<file path="src/rtl/otter_mem_pkg.sv">
// Shared types for the OTTER memory responder: access sizes, FSM states,
// SRAM geometry and small alignment helpers.
package otter_mem_pkg;

  localparam int SRAM_AW = 14;

  typedef enum logic [1:0] {
    SZ_BYTE = 2'd0,
    SZ_HALF = 2'd1,
    SZ_WORD = 2'd2
  } mem_size_e;

  typedef enum logic [1:0] {
    ST_IDLE   = 2'd0,
    ST_WAIT_D = 2'd1,
    ST_WAIT_I = 2'd2,
    ST_PEND_I = 2'd3
  } mem_state_e;

  // Encoding 3 is served as a word access.
  function automatic mem_size_e to_size(input logic [1:0] sz);
    unique case (sz)
      2'd0:    return SZ_BYTE;
      2'd1:    return SZ_HALF;
      default: return SZ_WORD;
    endcase
  endfunction

  function automatic logic is_misaligned(input mem_size_e sz,
                                         input logic [1:0] lo);
    unique case (sz)
      SZ_BYTE: return 1'b0;
      SZ_HALF: return lo[0];
      default: return lo != 2'b00;
    endcase
  endfunction

endpackage

</file>
<file path="src/rtl/otter_mem_align.sv">
// Store lane steering and load shift/extension for the OTTER data port.
// Word accesses ignore addr[1:0]; half accesses ignore addr[0].
module otter_mem_align
  import otter_mem_pkg::*;
(
  input  mem_size_e   size,
  input  logic        uns,
  input  logic [1:0]  addr_lo,
  input  logic [31:0] din,
  input  logic [31:0] rdata,
  output logic [3:0]  lane_we,
  output logic [31:0] wdata,
  output logic [31:0] rdata_ext
);

  logic [1:0]  off;
  logic [31:0] sh;

  always_comb begin
    off     = 2'b00;
    lane_we = 4'b1111;
    wdata   = din;
    unique case (1'b1)
      size == SZ_BYTE: begin
        off     = addr_lo;
        lane_we = 4'b0001 << addr_lo;
        wdata   = {4{din[7:0]}};
      end
      size == SZ_HALF: begin
        off     = {addr_lo[1], 1'b0};
        lane_we = addr_lo[1] ? 4'b1100 : 4'b0011;
        wdata   = {2{din[15:0]}};
      end
      default: ;
    endcase
  end

  assign sh = rdata >> {off, 3'b000};

  always_comb begin
    rdata_ext = sh;
    unique case (1'b1)
      size == SZ_BYTE:
        rdata_ext = {{24{~uns & sh[7]}}, sh[7:0]};
      size == SZ_HALF:
        rdata_ext = {{16{~uns & sh[15]}}, sh[15:0]};
      default: ;
    endcase
  end

endmodule

</file>
<file path="src/rtl/otter_mem_responder.sv">
// Two-port (fetch + data) responder in front of a single-ported wait-state SRAM.
// Define MEM_MISALIGN_TRAP_EN to block misaligned accesses and pulse MEM_ERR.
module otter_mem_responder
  import otter_mem_pkg::*;
(
  input  logic               CLK,
  input  logic               RESET_N,
  input  logic               MEM_RDEN1,
  input  logic [31:0]        MEM_ADDR1,
  output logic [31:0]        MEM_DOUT1,
  input  logic               MEM_RDEN2,
  input  logic               MEM_WE2,
  input  logic [31:0]        MEM_ADDR2,
  input  logic [31:0]        MEM_DIN2,
  input  logic [1:0]         MEM_SIZE,
  input  logic               MEM_UNSIGNED,
  output logic [31:0]        MEM_DOUT2,
  output logic               MEM_BUSY,
  output logic               MEM_ERR,
  output logic               SRAM_EN,
  output logic [3:0]         SRAM_WE,
  output logic [SRAM_AW-1:0] SRAM_ADDR,
  output logic [31:0]        SRAM_WDATA,
  input  logic [31:0]        SRAM_RDATA,
  input  logic               SRAM_READY
);

  mem_state_e  state;
  logic        pend;
  logic [15:0] lat_daddr;
  logic [15:0] lat_iaddr;
  logic        lat_we;
  logic        lat_uns;
  mem_size_e   lat_size;
  logic [31:0] lat_din;
  logic [31:0] dout1;
  logic [31:0] dout2;
  logic        err;

  logic        data_req;
  logic        srv_data;
  logic        srv_fetch;
  logic        srv_we;
  logic        srv_uns;
  logic [15:0] srv_addr;
  mem_size_e   srv_size;
  logic [31:0] srv_din;
  logic        trap;
  logic        fetch_mis;
  logic        err_n;
  logic        pend_set;
  logic        en;
  logic [3:0]  lane_we;
  logic [31:0] wdata;
  logic [31:0] rdata_ext;
  logic        unused_hi;

  assign unused_hi = ^{MEM_ADDR1[31:16], MEM_ADDR2[31:16]};
  assign data_req  = MEM_RDEN2 | MEM_WE2;

  // Pick the request on the SRAM this cycle: live inputs in IDLE, latched otherwise.
  always_comb begin
    srv_data  = 1'b0;
    srv_fetch = 1'b0;
    srv_we    = 1'b0;
    srv_uns   = 1'b0;
    srv_addr  = lat_iaddr;
    srv_size  = SZ_WORD;
    srv_din   = '0;
    unique case (state)
      ST_IDLE: begin
        if (data_req) begin
          srv_data = 1'b1;
          srv_we   = MEM_WE2;
          srv_uns  = MEM_UNSIGNED;
          srv_addr = MEM_ADDR2[15:0];
          srv_size = to_size(MEM_SIZE);
          srv_din  = MEM_DIN2;
        end else if (MEM_RDEN1) begin
          srv_fetch = 1'b1;
          srv_addr  = MEM_ADDR1[15:0];
        end
      end
      ST_WAIT_D: begin
        srv_data = 1'b1;
        srv_we   = lat_we;
        srv_uns  = lat_uns;
        srv_addr = lat_daddr;
        srv_size = lat_size;
        srv_din  = lat_din;
      end
      ST_WAIT_I, ST_PEND_I: begin
        srv_fetch = 1'b1;
      end
    endcase
  end

`ifdef MEM_MISALIGN_TRAP_EN
  assign fetch_mis = MEM_ADDR1[1:0] != 2'b00;
  assign trap = (state == ST_IDLE) &
                (srv_data ? is_misaligned(srv_size, srv_addr[1:0])
                          : srv_fetch & fetch_mis);
  assign err_n = trap |
                 ((state == ST_IDLE) & data_req & MEM_RDEN1 & fetch_mis);
`else
  assign fetch_mis = 1'b0;
  assign trap      = 1'b0;
  assign err_n     = 1'b0;
`endif

  assign pend_set = (state == ST_IDLE) & srv_data & MEM_RDEN1 & ~fetch_mis;
  assign en       = RESET_N & (srv_data | srv_fetch) & ~trap;

  otter_mem_align u_align (
    .size      (srv_size),
    .uns       (srv_uns),
    .addr_lo   (srv_addr[1:0]),
    .din       (srv_din),
    .rdata     (SRAM_RDATA),
    .lane_we   (lane_we),
    .wdata     (wdata),
    .rdata_ext (rdata_ext)
  );

  assign SRAM_EN    = en;
  assign SRAM_WE    = (en & srv_we) ? lane_we : 4'b0000;
  assign SRAM_ADDR  = srv_addr[15:2];
  assign SRAM_WDATA = wdata;
  assign MEM_DOUT1  = dout1;
  assign MEM_DOUT2  = dout2;
  assign MEM_ERR    = err;
  assign MEM_BUSY   = state != ST_IDLE;

  always_ff @(posedge CLK or negedge RESET_N) begin
    if (!RESET_N) begin
      state     <= ST_IDLE;
      pend      <= 1'b0;
      lat_daddr <= '0;
      lat_iaddr <= '0;
      lat_we    <= 1'b0;
      lat_uns   <= 1'b0;
      lat_size  <= SZ_WORD;
      lat_din   <= '0;
      dout1     <= '0;
      dout2     <= '0;
      err       <= 1'b0;
    end else begin
      err <= err_n;
      unique case (state)
        ST_IDLE: begin
          if (en && srv_data) begin
            lat_daddr <= srv_addr;
            lat_we    <= srv_we;
            lat_uns   <= srv_uns;
            lat_size  <= srv_size;
            lat_din   <= srv_din;
            lat_iaddr <= MEM_ADDR1[15:0];
            if (SRAM_READY) begin
              if (!srv_we) dout2 <= rdata_ext;
              state <= pend_set ? ST_PEND_I : ST_IDLE;
            end else begin
              pend  <= pend_set;
              state <= ST_WAIT_D;
            end
          end else if (en) begin
            lat_iaddr <= srv_addr;
            if (SRAM_READY) dout1 <= SRAM_RDATA;
            else            state <= ST_WAIT_I;
          end
        end
        ST_WAIT_D: begin
          if (SRAM_READY) begin
            if (!srv_we) dout2 <= rdata_ext;
            pend  <= 1'b0;
            state <= pend ? ST_PEND_I : ST_IDLE;
          end
        end
        ST_WAIT_I, ST_PEND_I: begin
          if (SRAM_READY) begin
            dout1 <= SRAM_RDATA;
            state <= ST_IDLE;
          end
        end
      endcase
    end
  end

endmodule
</file>
<file path="config.mk">
export PLATFORM = sky130hd
export DESIGN_NAME = otter_mem_responder
export DESIGN_NICKNAME = d
export VERILOG_FILES = /design/src/rtl/otter_mem_pkg.sv /design/src/rtl/otter_mem_align.sv /design/src/rtl/otter_mem_responder.sv
export SDC_FILE = /design/constraint.sdc
export NUM_CORES = 1
export LEC_CHECK = 0
export ABC_AREA = 1
export CORE_UTILIZATION = 52
export CTS_BUF_LIST = sky130_fd_sc_hd__clkbuf_16
export DETAILED_ROUTE_END_ITERATION = 12
export HOLD_SLACK_MARGIN = 0.12
export PLACE_DENSITY = 0.89
export SLEW_MARGIN = 20
export SYNTH_ARGS = -nofsm -noshare
export SYNTH_HDL_FRONTEND = slang
export SYNTH_HIERARCHICAL = 1
export SYNTH_SLANG_ARGS = --single-unit
</file>
<file path="constraint.sdc">
create_clock -name CLK -period 5.19 [get_ports CLK]
set_clock_uncertainty 0.1 [all_clocks]
set_input_delay 1.2975 -clock CLK [delete_from_list [all_inputs] [get_ports CLK]]
set_output_delay 1.2975 -clock CLK [all_outputs]
set_load 0.1 [all_outputs]
</file>
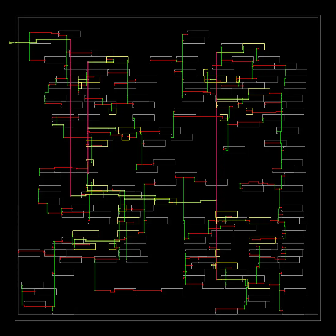
Fig. 1. Clock routing (run 1).
Clock Latency Late Sink: 0.43 ns

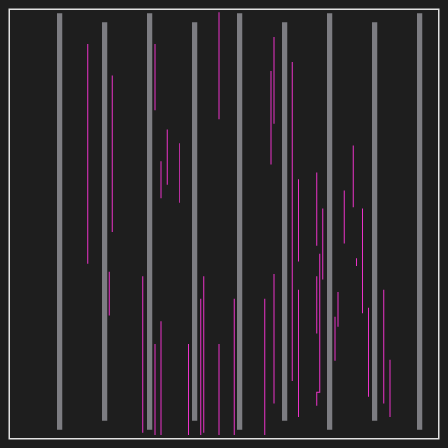
Fig. 2. The metal 4 layer (run 1).
Supply wires on this layer in gray.
longest straight run	95.9 microns
main direction	vertical
nets with wire on the layer	35
wire length on this layer	1,080 microns
share of all routed wire	4.1%

==> results.sh, run 1 <==
# flow metrics
export IMPL_worstHoldStart="MEM_DOUT1[27]"
export IMPL_clock_sinks=135
export IMPL_cp_depth=12
export IMPL_top_cells_by_area="dfrtp_1 40%, nand2_1 23%, nand3_1 9.7%, inv_1 3.7%, o21ai_1 3.0%"
export IMPL_yosysTopAreaCellShare_pct=39.96
export IMPL_io_buffers=220
export IMPL_cts_root_buf="clkbuf_16"
export IMPL_maxCapViolCount=0
export IMPL_synthFlopType="dfrtp_1"
export IMPL_slew_viol_final=0
export IMPL_viasPerCell=5.477
export IMPL_num_multi_input_gates=887
export IMPL_die_width_microns=129.0
export IMPL_ys_seq_share_pct=40.28
export IMPL_nNonClkBuffers=245
export IMPL_synthAoiAreaFrac_pct=6.919
export IMPL_drtPass1Iterations=6
export IMPL_cp_arrival_ns=3.44
export IMPL_status="completed"
export IMPL_grt_pass1_vias=8345
export IMPL_cts_hold_buffers_added=0
export IMPL_end_kind="output port"
export IMPL_synth_cells=1208
export IMPL_clkTransAtPathRegs_ns=0.06
export IMPL_hold_slack_ns=0.3695
export IMPL_startpoint_type="input port"
export IMPL_track_usage_pct=32.35
export IMPL_gp_congestion=0.8974
export IMPL_area_dominant_class="combinational gates"
export IMPL_grt_max_degree=77
export IMPL_dp_hpwl_microns=17960
export IMPL_rows=46
export IMPL_mux_share_pct=0
export IMPL_synth_edff_count=0
export IMPL_reg2reg_depth=14
export IMPL_numCtsBuffers=17
export IMPL_antenna_found_initial=0
export IMPL_holdPathEnd="MEM_DOUT1[27]"
export IMPL_min_period_ns=4.842
export IMPL_flops=135
export IMPL_num_fill_cells=1224
export IMPL_seq_share_pct=29.33
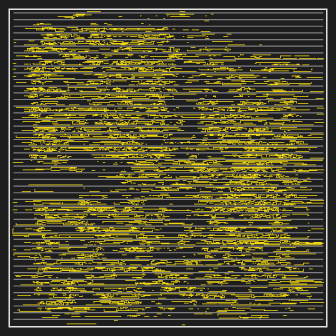
Fig. 3. The metal 1 layer (run 1).
Supply wires on this layer in gray.
longest straight run	42.3 microns
share of all routed wire	39%
wire length on this layer	10,200 microns
nets with wire on the layer	1,278
main direction	horizontal

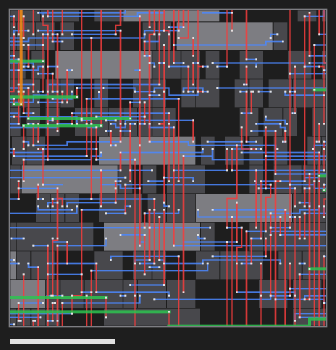
Fig. 4. Zoomed window (run 1).
The bar under the picture is 10 microns long. Window x 50 to 80, y 50 to 80 microns. Cells in gray, sequential cells in the stronger gray; small squares are vias.
layer	color
met2	red
met4	orange
met3	green
met1	blue
sequential cells in the window	6
cells with their middle in the window	90
most frequent	nand2_1 (27), inv_1 (13), buf_4 (8)

## run 1: routing by layer
metal | global-route usage [%] | vias to the layer above | share of wire (%)
met5 | 0 | - | 0
met3 | 5.822 | 82 | 7.8
met4 | 16.40 | 0 | 4.1
li1 | - | 4169 | -
met1 | 39.53 | 4071 | 39
met2 | 55.10 | 469 | 49
## run 1: per-stage QoR
stage / setup WS, ns / cells
6_report: 0.3477 / 1605
4_1_cts: 0.3331 / 1604
3_5_place_dp: 0.3542 / 1572
5_1_grt: 0.2239 / 1605
2_1_floorplan: -0.6098 / 1208
3_3_place_gp: 0.3723 / 1572
## run 1: synth_stat cells, types with 3 or more instances
cell type  instances
a21oi_1            3
buf_2             33
buf_4             33
buf_6             16
clkbuf_1          13
dfrtp_1          134
inv_1             82
inv_2              6
nand2_1          511
nand2_2            5
nand2_4            6
nand3_1          162
nand3_2           15
nand3_4            3
nand4_1           17
nor2_1            47
nor2_2             4
nor2_4             3
nor2_8             3
o211ai_1          10
o21ai_0           38
o21ai_1           50
o22ai_1            8
## run 1: cell usage in the layout, fill, tap and decap left out, types with 5 or more instances in the layout
master,count
o21ai_0,38
nand4_1,17
nor2_2,8
nand3_1,162
nand3_2,15
inv_1,83
nand2_4,6
o211ai_1,10
nor2_1,43
buf_12,51
clkinv_4,5
o22ai_1,8
buf_4,25
dfrtp_1,134
o21ai_1,50
inv_2,6
nand2_1,511
clkbuf_16,17
clkdlybuf4s50_1,167
nand2_2,5
==> run 2, diff against run 1 <==
--- a/config.mk
+++ b/config.mk
@@ -6,11 +6,11 @@
 export NUM_CORES = 1
 export LEC_CHECK = 0
 export ABC_AREA = 1
-export CORE_UTILIZATION = 52
+export CORE_UTILIZATION = 25
 export CTS_BUF_LIST = sky130_fd_sc_hd__clkbuf_16
 export DETAILED_ROUTE_END_ITERATION = 12
 export HOLD_SLACK_MARGIN = 0.12
-export PLACE_DENSITY = 0.89
+export PLACE_DENSITY = 0.5
 export SLEW_MARGIN = 20
 export SYNTH_ARGS = -nofsm -noshare
 export SYNTH_HDL_FRONTEND = slang
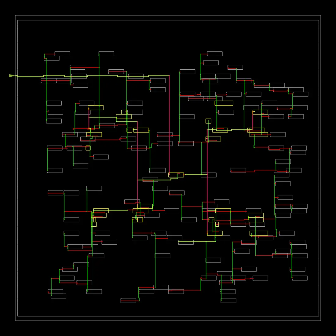
Fig. 5. Clock routing (run 2).
clock tree sinks: 135
Clock Latency Late Sink: 0.42 ns
Num CTS Buffers: 17
total of clock buffers placed in the layout: 17

==> run 2 against run 1 <==
Net effect:
- critical path depth is the same
- critical endpoint unchanged
- setup slack lost 0.18 ns
- die area grew 110%
- first-iteration DRC count shrank 52%
- cell count grew 14%
- core utilization shrank 37 points
- register-to-register slack lost 0.31 ns
==> results.sh, run 2 <==
# flow metrics
export IMPL_synth_cells=1208
export IMPL_netlist_top_cells_count="511 x nand2_1, 162 x nand3_1, 134 x dfrtp_1"
export IMPL_rows=66
export IMPL_reg2reg_depth=13
export IMPL_die_width_microns=185.2
export IMPL_final_cell_mix="511 x nand2_1, 167 x clkdlybuf4s50_1, 162 x nand3_1"
export IMPL_postCtsSetupRepairBufs=0
export IMPL_cp_arrival_ns=3.63
export IMPL_top_cells_by_area="dfrtp_1 40%, nand2_1 23%, nand3_1 9.7%, inv_1 3.7%, o21ai_1 3.0%"
export IMPL_grt_max_degree=66
export IMPL_hold_slack_ns=0.3706
export IMPL_clkTransAtPathRegs_ns=0.06
export IMPL_dp_cells=1801
export IMPL_fin_nets=1515
export IMPL_yosysTopAreaCellShare_pct=39.96
export IMPL_layout_setup_ws_ns=0.1630
export IMPL_min_period_ns=5.027
export IMPL_status="completed"
export IMPL_io_buffers=220
export IMPL_drtPass1Iterations=5
export IMPL_num_fill_cells=3513
export IMPL_fin_cells=1835
export IMPL_ys_seq_share_pct=40.28
export IMPL_antenna_found_initial=4
export IMPL_dp_hpwl_microns=21460
export IMPL_synthFlopType="dfrtp_1"
export IMPL_track_usage_pct=17.75
export IMPL_maxCapViolCount=0
export IMPL_end_kind="output port"
export IMPL_gp_congestion=0.8652
export IMPL_slew_viol_final=0
export IMPL_grt_pass1_vias=8111
export IMPL_yosysMostFrequentCell="nand2_1"
export IMPL_viasPerCell=4.548
export IMPL_lay_top_count="nand2_1"
export IMPL_cts_hold_buffers_added=0
export IMPL_synth_edff_count=0
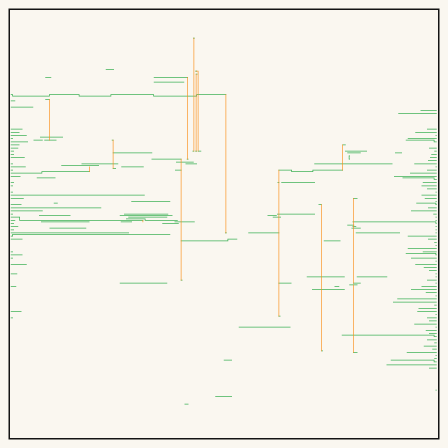
Fig. 6. Metal layers overlaid (run 2).
Two of the layers only.
layer	color	wire length
met4	orange	501 microns
met3	green	1,660 microns

-- run 2: netlist changes by cell type in the layout (fill, tap and decap cells not counted), sizes merged --
cell    before  now
bufinv       2    3
clkinv       9    7
inv         93   94
buf         78   80
diode        0    2
-- run 2: worst min-delay path by stage --
stage                       start            end  slack [ns]  cells after the start
finish               MEM_DOUT1[0]   MEM_DOUT1[0]        0.37                      2
global route         MEM_DOUT2[2]   MEM_DOUT2[2]        0.39                      2
CTS                 MEM_DOUT1[22]  MEM_DOUT1[22]        0.38                      2
detailed placement   MEM_DOUT1[9]   MEM_DOUT1[9]        0.36                      2
global placement     MEM_DOUT2[4]   MEM_DOUT2[4]        0.35                      2
floorplan             lat_size[0]    lat_size[0]        0.35                      2
-- run 2: per-layer routing --
layer	vias up	wire (microns)	track usage (%)
li1	4175	-	-
met1	3876	13560	23.11
met2	254	14110	29.53
met3	36	1664	3.677
met4	4	501	4.926
met5	-	27	0
-- run 2: cell families (layout without fill, tap and decap cells) --
group	Yosys count	in the layout	synth area share, %
AND/OR/NAND/NOR	777	777	40.98
buffers and inverters	186	369	11.78
flip-flops	135	135	40.28
AND-OR/OR-AND	109	109	6.919
other	1	3	0.04469
-- run 2: cell type report --
class,instances,area (sq um),share of cell area (%)
multi-input cells,887,4033,34.06
flip-flops and latches,135,3379,28.55
repair buffers,247,2927,24.72
well taps,442,553.0,4.671
clock buffers,17,425.4,3.593
inverters,90,341.6,2.885
clock inverters,15,175.2,1.480
diodes,2,5.005,0.04227
